`config.mk`:
```
export PLATFORM = sky130hd
export DESIGN_NAME = gig_basex_rx_framer
export DESIGN_NICKNAME = d
export VERILOG_FILES = /design/src/rtl/gig_basex_rx_framer.sv
export SDC_FILE = /design/constraint.sdc
export NUM_CORES = 1
export LEC_CHECK = 0
export CORE_MARGIN = 2
export CORE_UTILIZATION = 46
export DETAILED_ROUTE_END_ITERATION = 8
export PLACE_DENSITY = 0.84
export SETUP_SLACK_MARGIN = 0.1
export SYNTH_ARGS = -nofsm -noshare
export SYNTH_HDL_FRONTEND = slang
export SYNTH_SLANG_ARGS = --single-unit
```
`constraint.sdc`:
```
create_clock -name clk_125mhz -period 2.14 [get_ports clk_125mhz]
set_input_delay 0.428 -clock clk_125mhz [delete_from_list [all_inputs] [get_ports clk_125mhz]]
set_output_delay 0.428 -clock clk_125mhz [all_outputs]
set_load 0.005 [all_outputs]
```
`src/rtl/gig_basex_rx_framer.sv`:
```
// gig_basex_rx_framer: turns decoded 1000BASE-X code groups into GMII RX signals,
// sampling one of every N bytes at 100M/10M replication.
module gig_basex_rx_framer (
    input  logic        clk_125mhz,
    input  logic        rst,
    input  logic        link_up,
    input  logic [1:0]  link_speed,
    input  logic        in_valid,
    input  logic        in_is_ctl,
    input  logic [7:0]  in_data,
    output logic        rx_dvalid,
    output logic        rx_en,
    output logic        rx_er,
    output logic [7:0]  rx_data,
    output logic [15:0] code_err_count
);
    localparam logic [7:0] K_S = 8'hFB;
    localparam logic [7:0] K_T = 8'hFD;
    localparam logic [7:0] K_R = 8'hF7;
    localparam logic [7:0] K_IDLE = 8'hBC;

    typedef enum logic [1:0] {IDLE, DATA, TERM} state_t;

    state_t      state_q;
    logic [6:0]  rep_q, n_q, n_sel, rep_d;
    logic        dvalid_q, en_q, er_q;
    logic [7:0]  data_q;
    logic [15:0] cnt_q;
    logic        is_s, is_t, is_r, is_k, drop, accept, start, err;

    assign n_sel  = link_speed == 2'd0 ? 7'd100 : link_speed == 2'd1 ? 7'd10 : 7'd1;
    assign is_s   = in_is_ctl && in_data == K_S;
    assign is_t   = in_is_ctl && in_data == K_T;
    assign is_r   = in_is_ctl && in_data == K_R;
    assign is_k   = in_is_ctl && in_data == K_IDLE;
    assign drop   = !link_up && state_q == DATA;
    assign accept = in_valid && link_up && (state_q == IDLE || rep_q == 7'd0);
    assign start  = accept && state_q == IDLE && is_s;
    // Several error sources may coincide; they fold into a single increment.
    assign err    = drop || (accept && ((state_q == DATA && in_is_ctl && !is_t) ||
                                        (state_q == TERM && !is_r)));
    assign rep_d  = start ? (n_sel == 7'd1 ? 7'd0 : 7'd1) :
                    (rep_q == n_q - 7'd1 ? 7'd0 : rep_q + 7'd1);

    always_ff @(posedge clk_125mhz) begin
        if (rst) begin
            state_q  <= IDLE;
            rep_q    <= 7'd0;
            n_q      <= 7'd1;
            cnt_q    <= 16'd0;
            dvalid_q <= 1'b0;
            en_q     <= 1'b0;
            er_q     <= 1'b0;
            data_q   <= 8'd0;
        end else begin
            dvalid_q <= accept || drop;
            if (in_valid && link_up)
                rep_q <= rep_d;
            if (start)
                n_q <= n_sel;
            if (err && cnt_q != 16'hFFFF)
                cnt_q <= cnt_q + 16'd1;
            if (drop) begin
                en_q    <= 1'b1;
                er_q    <= 1'b1;
                data_q  <= 8'd0;
                state_q <= IDLE;
            end else if (!link_up) begin
                state_q <= IDLE;
            end else if (accept) begin
                case (state_q)
                    IDLE: begin
                        en_q   <= is_s;
                        er_q   <= 1'b0;
                        data_q <= is_s ? 8'h55 : 8'd0;
                        if (is_s)
                            state_q <= DATA;
                    end
                    DATA: begin
                        en_q   <= !is_t;
                        er_q   <= in_is_ctl && !is_t;
                        data_q <= (is_t || is_k) ? 8'd0 : in_data;
                        if (is_t)
                            state_q <= TERM;
                        else if (is_k)
                            state_q <= IDLE;
                    end
                    default: begin
                        en_q    <= 1'b0;
                        er_q    <= 1'b0;
                        data_q  <= 8'd0;
                        state_q <= IDLE;
                    end
                endcase
            end
        end
    end

    assign rx_dvalid      = dvalid_q;
    assign rx_en          = en_q;
    assign rx_er          = er_q;
    assign rx_data        = data_q;
    assign code_err_count = cnt_q;
endmodule

```
Fig. 1: run 1, the metal 1 layer
Supply wires on this layer in grey.
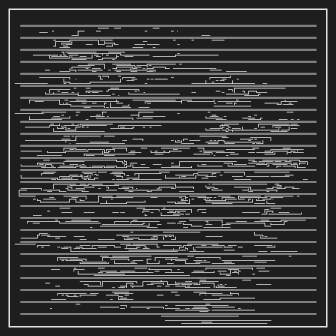
longest straight run	24.2 microns
nets with wire on the layer	326
share of all routed wire	42%
main direction	horizontal
wire length on this layer	2440 microns

Fig. 2: run 1, clock wiring as the flow saved it
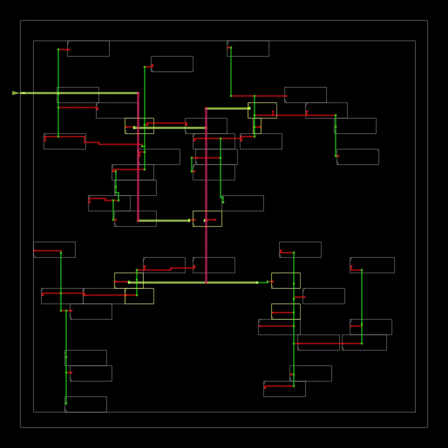
# clock sinks: 39
number of buffers inserted during clock tree synthesis: 5
final sequential cell count: 39
clock buffer instance count of the final layout: 8

==> summary.txt, run 1 <==
This note records the results obtained with Yosys and OpenROAD.

Status
The flow ran to the end, and the final reports show no timing, DRC or antenna violations.

Setup path
On the critical path the largest part of the delay comes from buffers and inverters. The endpoint type of the worst setup path is a flip-flop. The data required time reported for the critical path is 2.32 ns. By startpoint and endpoint, the worst setup path is classified as in2reg. Per STA, the startpoint of the critical path is in_data[6]. The highest net fanout along the worst path is 9.

Along the critical path, the tally of buffer and inverter instances is 3. The arrival time at the worst endpoint is 2.20 ns. STA classifies the critical path startpoint as an input pin.

The slowest stage of the critical path is the sky130_fd_sc_hd__clkdlybuf4s50_1 cell. The launch point of the worst register-to-register path is recorded as n_q[0]. Per STA, the library cell used most along the worst path is sky130_fd_sc_hd__buf_4. The end point of the critical path is code_err_count[8]. Counting cells, the worst reg-to-reg path comes to 8. The critical path runs through a total of 9 cells.

Logic synthesis
The synthesis report gives the async set-or-reset register share as 0. sky130_fd_sc_hd__dfxtp_1 is the most common cell in the netlist. Counting every instance in the synthesized netlist gives 255. The number of warning messages in the yosys log is 0.

Yosys shows that the main logic family after synthesis is simple AND/OR/NAND/NOR gates. Per the synthesis report, the simple-gate share of the synthesized area is 0.324. The number of nets handed over by synthesis was 274. Sorting the Yosys area breakdown by cell type puts at the top sky130_fd_sc_hd__dfxtp_1. The post-synthesis adder-cell area fraction is 0.0238.

Sorting the synthesized cells by area gives the leading types as sky130_fd_sc_hd__dfxtp_1 37%, sky130_fd_sc_hd__xor2_1 6.3%, sky130_fd_sc_hd__nor2_1 5.4%. Ranked by instance count, the synthesized netlist is headed by 39 x sky130_fd_sc_hd__dfxtp_1, 30 x sky130_fd_sc_hd__nor2_1, 16 x sky130_fd_sc_hd__a21oi_1, 16 x sky130_fd_sc_hd__nand2_1, 15 x sky130_fd_sc_hd__xor2_1. The post-synthesis area per instance is 8.24 sq um. Per the Yosys statistics, synthesis produced 255 cells. In this run, the synthesized area fraction spent on xor and xnor cells is recorded as 0.0875. In the synthesis report, Yosys lists the chip area as 2100 sq um.

Place
Input and output buffers added on the ports amount to 41. The worst-case setup slack after placement is -0.184 ns. The final weighted congestion in routability-driven placement is 0.869. The placed cell count is 375. The area of placed instances is 2800 sq um.

Cells and area
The filler-free cell count of the finished design is 385. Per the cell usage report, the commonest logic cells after layout are 39 x sky130_fd_sc_hd__buf_4, 37 x sky130_fd_sc_hd__dfxtp_1, 36 x sky130_fd_sc_hd__clkdlybuf4s50_1. The layout inverter count without the clock tree is 9. The fraction of cell area in sequential cells is reported as 0.258. The final net count is 351. The layout stage reports a final design area of 3040 sq um.

The relative area change from synthesis to final layout is 44.4%. The combinational cell area excluding buffers and inverters is 1340 sq um. The proportion of cell area spent on the clock network is 0.0330. The total number of multi-input combinational cells is 197.

Leaving out the clock tree, the finished layout contains a buffer count of 80. The layout report gives the multi-input gate share of total cell area as 0.441. In the final layout, the share of cells above drive strength 1 is 0.198. Measured on the final layout, buffering overhead outside the clock network stands at 0.236. The most common library cell in the layout ignoring fill and taps is sky130_fd_sc_hd__buf_4. In the final layout, flip-flops and latches occupy 783 sq um. The flip-flop count of the largest register after layout is 16. The largest cell class by area is logic gates.

Clock network
In this run the clock root is driven by a sky130_fd_sc_hd__clkbuf_8. The clock latency on the worst-skew pair is 0.29 ns. The number of post-CTS setup repair buffers is 0. The clock transition time at the flip-flop clock pins of the worst setup and hold paths is 0.07 ns.

The hold buffer count at cts is 0. Gates resized during post-CTS repair numbered 1. The H-tree was split into 2 levels. TritonCTS built the clock tree.

Die
For reference, the placement row count at floorplan is 24. The chip occupies 5130 sq um. The width of the die is 71.6 microns.

The height of the die is 71.6 microns. The count of inserted tapcells is 52. The number of top-level pins is 42.

Timing
The actual slew at the worst max-slew pin is 0.319 ns. The achievable frequency is 0.493 GHz. Counting endpoints that fail hold in the final report gives 0.

Per the final report, max-transition violations number 0. Setup repair after global routing left no endpoint under its margin.

Power and ir drop
The flow reported a cell area power density of 471 nW/um^2. The internal power summed over all cells is 1110 uW. Summed over all cells, the static leakage comes to 0.00121 uW. The total power of the final layout is 1430 uW. The net switching power is 322 uW. The peak supply drop is 0.331 mV.

GRT
The first global-routing pass estimated 9100 microns of wire. The global routing met3 resource utilization is 0.0520. The layer flagged by global routing as most heavily used is met2. The number of global-route vias before repair is 2057. Per the GRT congestion report, total overflow comes to 0. Entering global routing, the biggest net connects 32 pins.

In the global route stage, overall resource usage came out at 0.222. In the global route stage, met2 resource usage came out at 0.373.

Worst hold path
According to the hold report, the worst path is of the reg2reg type. The report gives the cell count of the worst hold path as 2. The launch point of the worst hold path is rx_data[2].

Drt
After detailed routing, the wire length on met1 is 2440 microns. Dividing the detail-routed via count by the number of cells gives 5.56.

Run
The stage logs contain a warning count of 27. The total of max-cap violations is 0.
Fig. 3: run 1, M2 wires
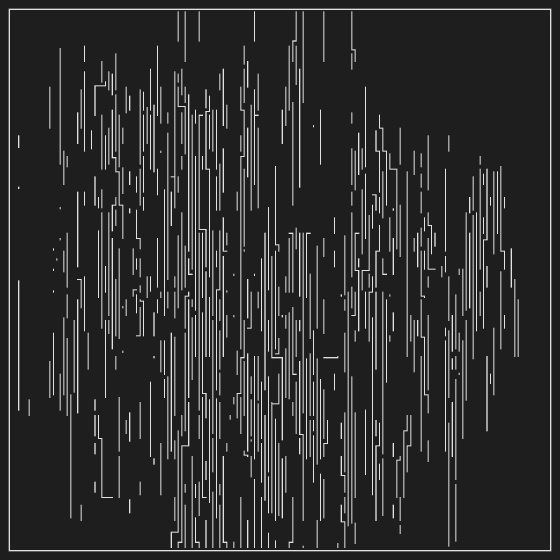
share of all routed wire	51%
nets with wire on the layer	305
longest straight run	30.9 microns
wire length on this layer	2940 microns
main direction	vertical

Fig. 4: run 1, signal metal coverage by tile
Scale bar: 20 microns. The die is cut into 14 by 14 equal tiles; dark purple is low, yellow is high, scaled to the fullest tile. Values are wire area over tile area, all layers added.
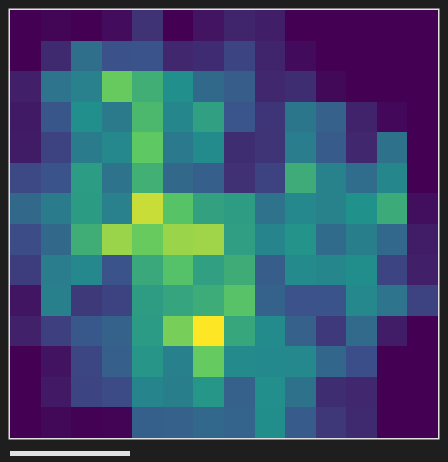
fullest tile	0.58
mean over tiles	0.18
nearly empty tiles	16%
tiles over half the peak	18%
emptiest ninth of the die	upper right

==> run 1: stage by stage <==
stage	setup TNS [ns]	hold slack, ns
after floorplan	0	0.467
after global placement	-1.82	0.462
after detailed placement	-3.79	0.473
after CTS	0	0.484
after global routing	0	0.504
final	0	0.481
==> run 1: power by group through the flow <==
| stage | combinational (uW) | sequential [uW] | clock (uW) |
|---|---|---|---|
| after floorplan | 55.2 | 753 | 0 |
| after global placement | 139 | 753 | 0 |
| after detailed placement | 144 | 753 | 0 |
| after CTS | 146 | 736 | 548 |
| after global routing | 166 | 736 | 588 |
| final | 155 | 736 | 537 |
==> run 1: tightest hold or removal path, stage by stage, from the launching register on <==
cell	delay (ns)
sky130_fd_sc_hd__dfxtp_1	0.31
sky130_fd_sc_hd__nand3_1	0.05
sky130_fd_sc_hd__o21ai_0	0.07
==> run 1 -> run 2 <==
- PLACE_DENSITY: 0.84 -> 0.76
Fig. 5: run 2, signal metal coverage by tile
Scale bar: 20 microns. The die is cut into 14 by 14 equal tiles; dark purple is low, yellow is high, scaled to the fullest tile. Values are wire area over tile area, all layers added.
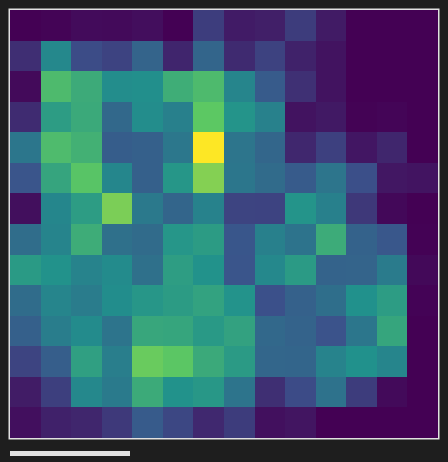
mean over tiles	0.16
nearly empty tiles	13%
tiles over half the peak	24%
emptiest ninth of the die	upper right

Fig. 6: run 2, M2 wires
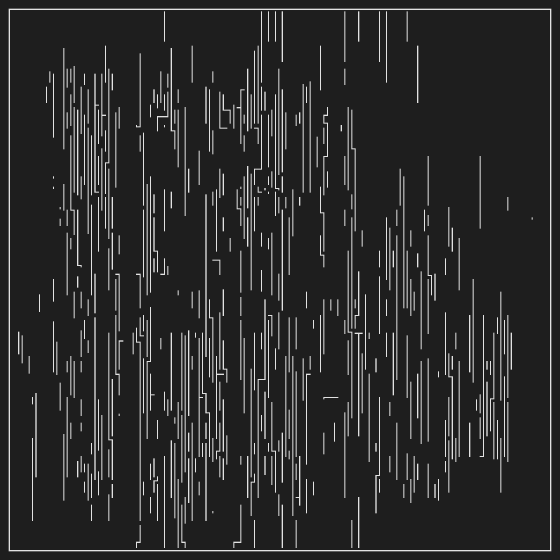
longest straight run	23.6 microns
nets with wire on the layer	301

==> summary.txt, run 2 <==
This note records the results obtained with Yosys and OpenROAD.

Place
The worst-case setup slack after placement came to -0.233 ns (-0.0485 ns). The placed cell count is 372 (-0.80%). The final weighted congestion in routability-driven placement is 0.809 (-6.9%). The area of placed instances was 2780 sq um (-0.80%). The number of I/O port buffers was 41 (unchanged).

Die
The width of the die came to 71.6 microns (unchanged). The number of top-level pins is 42 (unchanged). The height of the die is 71.6 microns (unchanged).

Cells and area
The sequential fraction of total cell area is 0.261 (+0.00269). The final net count came to 347 (-1.1%). The proportion of cell area spent on the clock network came to 0.0392 (+0.00617). The total number of multi-input combinational cells was 197 (unchanged). The filler-free cell count of the finished design came to 381 (-1.0%). The area occupied by registers is 783 sq um (unchanged). The most common library cell in the layout ignoring fill and taps is sky130_fd_sc_hd__dfxtp_1.

The combinational cell area excluding buffers and inverters came to 1310 sq um (-2.2%). From synthesis to final layout, the design area changed by 42.9%. The flip-flop count of the largest register after layout came to 16 (unchanged).

The largest cell class by area is logic gates. The ratio of cells with drive above 1 in the final layout is 0.195 (-0.00367). The non-clock buffer count in the final layout is 76 (-5.0%). In the layout the commonest cells are 37 x sky130_fd_sc_hd__dfxtp_1, 34 x sky130_fd_sc_hd__buf_4, 33 x sky130_fd_sc_hd__clkdlybuf4s50_1.

The layout inverter count without the clock tree came to 9 (unchanged). The number of flip-flops and latches was 39 (unchanged). The multi-input logic portion of the cell area was 0.435 (-0.00541). The count of clock buffers in the final design is 6 (-2). The summed area of non-filler cells in the final layout is 3000 sq um (-1.0%).

GRT
The met2 routing resource usage after global routing is 0.358 (-0.0154). The layer carrying the most global-route usage is met2. The total grt overflow is 0 (unchanged). The global routing met3 resource utilization is 0.0534 (+0.00141). The wire length of the first global-routing pass was 8910 microns (-2.1%).

The number of global-route vias before repair is 1956 (-4.9%). The maximum number of pins on one net before global-route repair is 32 (unchanged).

Timing
The actual slew at the worst max-slew pin is 0.356 ns (+0.0371 ns). The total count of hold-check failures in the final report is 0 (unchanged). Setup repair after global routing could not meet its margin everywhere.

Clock network
The total of cells resized after clock tree synthesis was 9 (+8). The clock root buffer master is sky130_fd_sc_hd__clkbuf_8. The TritonCTS sink count was 39 (unchanged).

The hold buffer count at cts was 0 (unchanged). TritonCTS built the clock tree. The number of buffers created by CTS is 5 (unchanged).

Logic synthesis
The number of cells in the yosys synthesis report came to 255 (unchanged). sky130_fd_sc_hd__dfxtp_1 takes more of the synthesized area than any other cell. Yosys shows that the main logic family after synthesis is simple AND/OR/NAND/NOR gates. The synthesized-area fraction occupied by xor and xnor cells was 0.0875 (unchanged).

The yosys synthesis chip area was 2100 sq um (unchanged). The post-synthesis area per instance is 8.24 sq um (unchanged). The number of nets in the synthesized netlist is 274 (unchanged). The post-synthesis adder-cell area fraction is 0.0238 (unchanged). The number of warning messages in the yosys log was 0 (unchanged). The post-synthesis instance total came to 255 (unchanged). The fraction of registers with async set/reset is 0 (unchanged).

Worst hold path
The type of the most critical hold path is in2reg.

Drt
The via-per-instance ratio was 5.42 (-2.4%).

Setup path
The slowest library cell on the worst path is sky130_fd_sc_hd__clkdlybuf4s50_1. The cell family contributing the most delay on the critical path is simple AND/OR/NAND/NOR gates. The highest net fanout along the worst path is 7 (-2).

The data required time at the worst endpoint was 2.37 ns (+0.05 ns). The worst setup path category is in2reg. The arrival time at the worst endpoint is 2.19 ns (about the same).

Power and ir drop
The combinational logic power is 142 uW (-8%). The peak supply drop is 0.384 mV (+16%). The clock-net power is 647 uW (+20%). The power per cell area is 507 nW/um^2 (+7.9%). The sequential power is 736 uW (about the same). Per report_power, the top consumer among the power groups is registers. The net switching power is 341 uW (+5.9%).

The total power of the final layout came to 1520 uW (+6.7%).

Run
The number of warnings the tools reported is 28 (+3.7%). The total of max-cap violations is 0 (unchanged).

Status
The run finished with clean final reports.
[run 2: cell counts after synthesis]
No cell type changed its count.
[run 2: path summary, 6_finish.rpt]
path                            slack (ns)  startpoint  cells past startpoint                 end
worst max-delay path                  0.18  in_data[5]                      8  code_err_count[13]
worst min-delay path                  0.45  in_data[1]                      3          rx_data[1]
worst max register to register        0.22      n_q[0]                      8            rep_q[5]
worst min register to register        0.48  rx_data[2]                      2          rx_data[2]
[run 2: worst reg2reg max path, delay by kind of cell, from the launching register on]
kind / cells / cell delay [ns]
flops: 1 / 0.34
fa+ha+maj: 1 / 0.17
simple gates: 3 / 0.55
compound gates: 3 / 0.67
buf+inv: 1 / 0.05
==> run 2 -> run 3 <==
- CELL_PAD_IN_SITES_DETAIL_PLACEMENT: not set -> 0
- CELL_PAD_IN_SITES_GLOBAL_PLACEMENT: not set -> 2
- CORE_MARGIN: 2 -> not set
- CORE_UTILIZATION: 46 -> 27
- PLACE_DENSITY: 0.76 -> not set
- PLACE_DENSITY_LB_ADDON: not set -> 0.1
Fig. 7: run 3, met3 routing
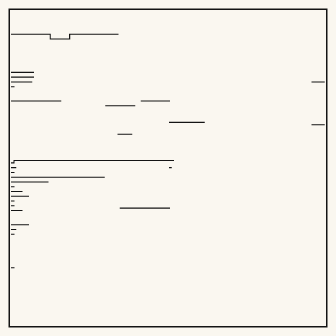
wire length on this layer	223 microns
longest straight run	45.5 microns
share of all routed wire	3.9%
nets with wire on the layer	25

Fig. 8: run 3, signal metal coverage by tile
Scale bar: 20 microns. The die is cut into 18 by 18 equal tiles; dark purple is low, yellow is high, scaled to the fullest tile. Values are wire area over tile area, all layers added.
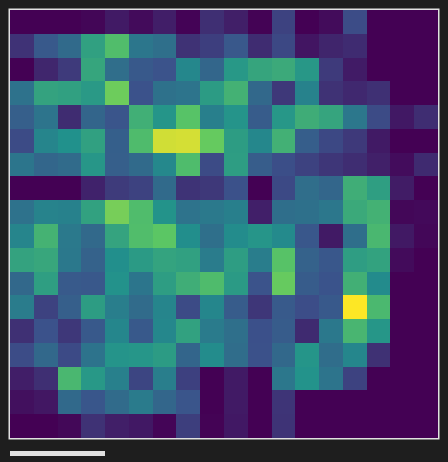
Total Routed Length: 5760 microns
average routed wire per standard cell: 13.3 microns

==> summary.txt, run 3 <==
This note records the results obtained with Yosys and OpenROAD.

Logic synthesis
The fraction of registers with async set/reset is 0 (unchanged). The post-synthesis instance total is 255 (unchanged). The yosys synthesis chip area was 2100 sq um (unchanged). The post-synthesis area per instance is 8.24 sq um (unchanged). The number of cells in the yosys synthesis report is 255 (unchanged). The top cell type by total area after synthesis is sky130_fd_sc_hd__dfxtp_1. The number of warning messages in the yosys log is 0 (unchanged).

Status
The run finished with clean final reports.

Place
The final weighted congestion in routability-driven placement came to 0.792 (-2.1%). The number of I/O port buffers is 41 (unchanged). The area of placed instances is 2850 sq um (+2.7%). The worst-case setup slack after placement is -0.210 ns (+0.0226 ns).

Power and ir drop
The net switching power was 366 uW (+7.3%). The sequential power is 736 uW (about the same). The total power of the final layout is 1400 uW (-7.8%). The dominant power group in this design is registers. The combinational logic power is 153 uW (+8%). The power per cell area is 451 nW/um^2 (-11%). The peak supply drop came to 0.199 mV (-48%). The clock-net power is 517 uW (-20%).

GRT
Global route summary, busiest routing layer listed as met2. The global routing met3 resource utilization was 0.0355 (-0.0179). The maximum number of pins on one net before global-route repair is 32 (unchanged). The met2 routing resource usage after global routing is 0.225 (-0.133). The total grt overflow is 0 (unchanged).

The wire length of the first global-routing pass is 9660 microns (+8.5%).

Clock network
The TritonCTS sink count is 39 (unchanged). The TritonCTS clock tree is yes. The number of buffers created by CTS is 5 (unchanged). The total of cells resized after clock tree synthesis was 4 (-5).

The clock root buffer master is sky130_fd_sc_hd__clkbuf_8. The hold buffer count at cts came to 0 (unchanged).

Cells and area
The summed area of non-filler cells in the final layout was 3110 sq um (+3.6%). The most common library cell in the layout ignoring fill and taps is sky130_fd_sc_hd__dfxtp_1. The ratio of cells with drive above 1 in the final layout came to 0.204 (+0.00968).

By instance count after routing, the leading logic cell types are 38 x sky130_fd_sc_hd__dfxtp_1, 37 x sky130_fd_sc_hd__buf_4, 33 x sky130_fd_sc_hd__clkdlybuf4s50_1. The flip-flop count of the largest register after layout is 16 (unchanged). The final net count is 351 (+1.2%).

Setup path
The critical path in this run is classified as in2reg. The kind of cell with the highest combined delay along the critical path is simple AND/OR/NAND/NOR gates. The end point of the critical path is code_err_count[6]. For this design, the slowest cell found on the critical path is sky130_fd_sc_hd__clkdlybuf4s50_1.

The worst reg-to-reg path cell count is 9 (+1). The worst register-to-register path begins at n_q[0]. The arrival time at the worst endpoint was 2.17 ns (-0.02 ns). The register-to-register path setup slack is 0.21 ns (about the same). The startpoint of the worst setup timing path is in_data[6]. The sort of element at the start of the critical path is an input pin. The data required time at the worst endpoint is 2.38 ns (about the same). The highest net fanout along the worst path is 4 (-3).

Worst hold path
The instance count along the most critical hold path is 3 (unchanged). The path with the worst hold slack has its endpoint at rx_data[7]. The type of the most critical hold path is in2reg.

Drt
The via-per-instance ratio came to 4.71 (-13%).

Die
The width of the die is 90.2 microns (+26%). The number of top-level pins is 42 (unchanged). The height of the die is 90.2 microns (+26%).

Run
The number of warnings the tools reported is 28 (unchanged). The total of max-cap violations came to 0 (unchanged).

Timing
The actual slew at the worst max-slew pin is 0.375 ns (+0.0188 ns).
[run 3: logic make-up after synthesis]
| kind of cell | after synthesis | share of synthesized area |
|---|---|---|
| and+or+nand+nor | 124 | 0.324 |
| AOI/OAI and AO/OA | 43 | 0.129 |
| DFF | 39 | 0.371 |
| xor gates and xnor gates | 21 | 0.0875 |
| buffers and inverters | 19 | 0.0411 |
| muxes | 5 | 0.0238 |
| adders and majority gates | 4 | 0.0238 |
[run 3: cell type report]
| cell class | instances | area (sq um) | area share |
|---|---|---|---|
| inverter | 9 | 33.8 | 0.0109 |
| clock inverter | 2 | 12.5 | 0.00402 |
| sequential | 39 | 782 | 0.251 |
| clock buffer | 6 | 72.6 | 0.0233 |
| multi-input combinational | 197 | 1360 | 0.436 |
| timing repair buffer | 80 | 731 | 0.235 |
| tap | 99 | 124 | 0.0398 |
No activity file was given, so power comes from the tool's default toggle rates.
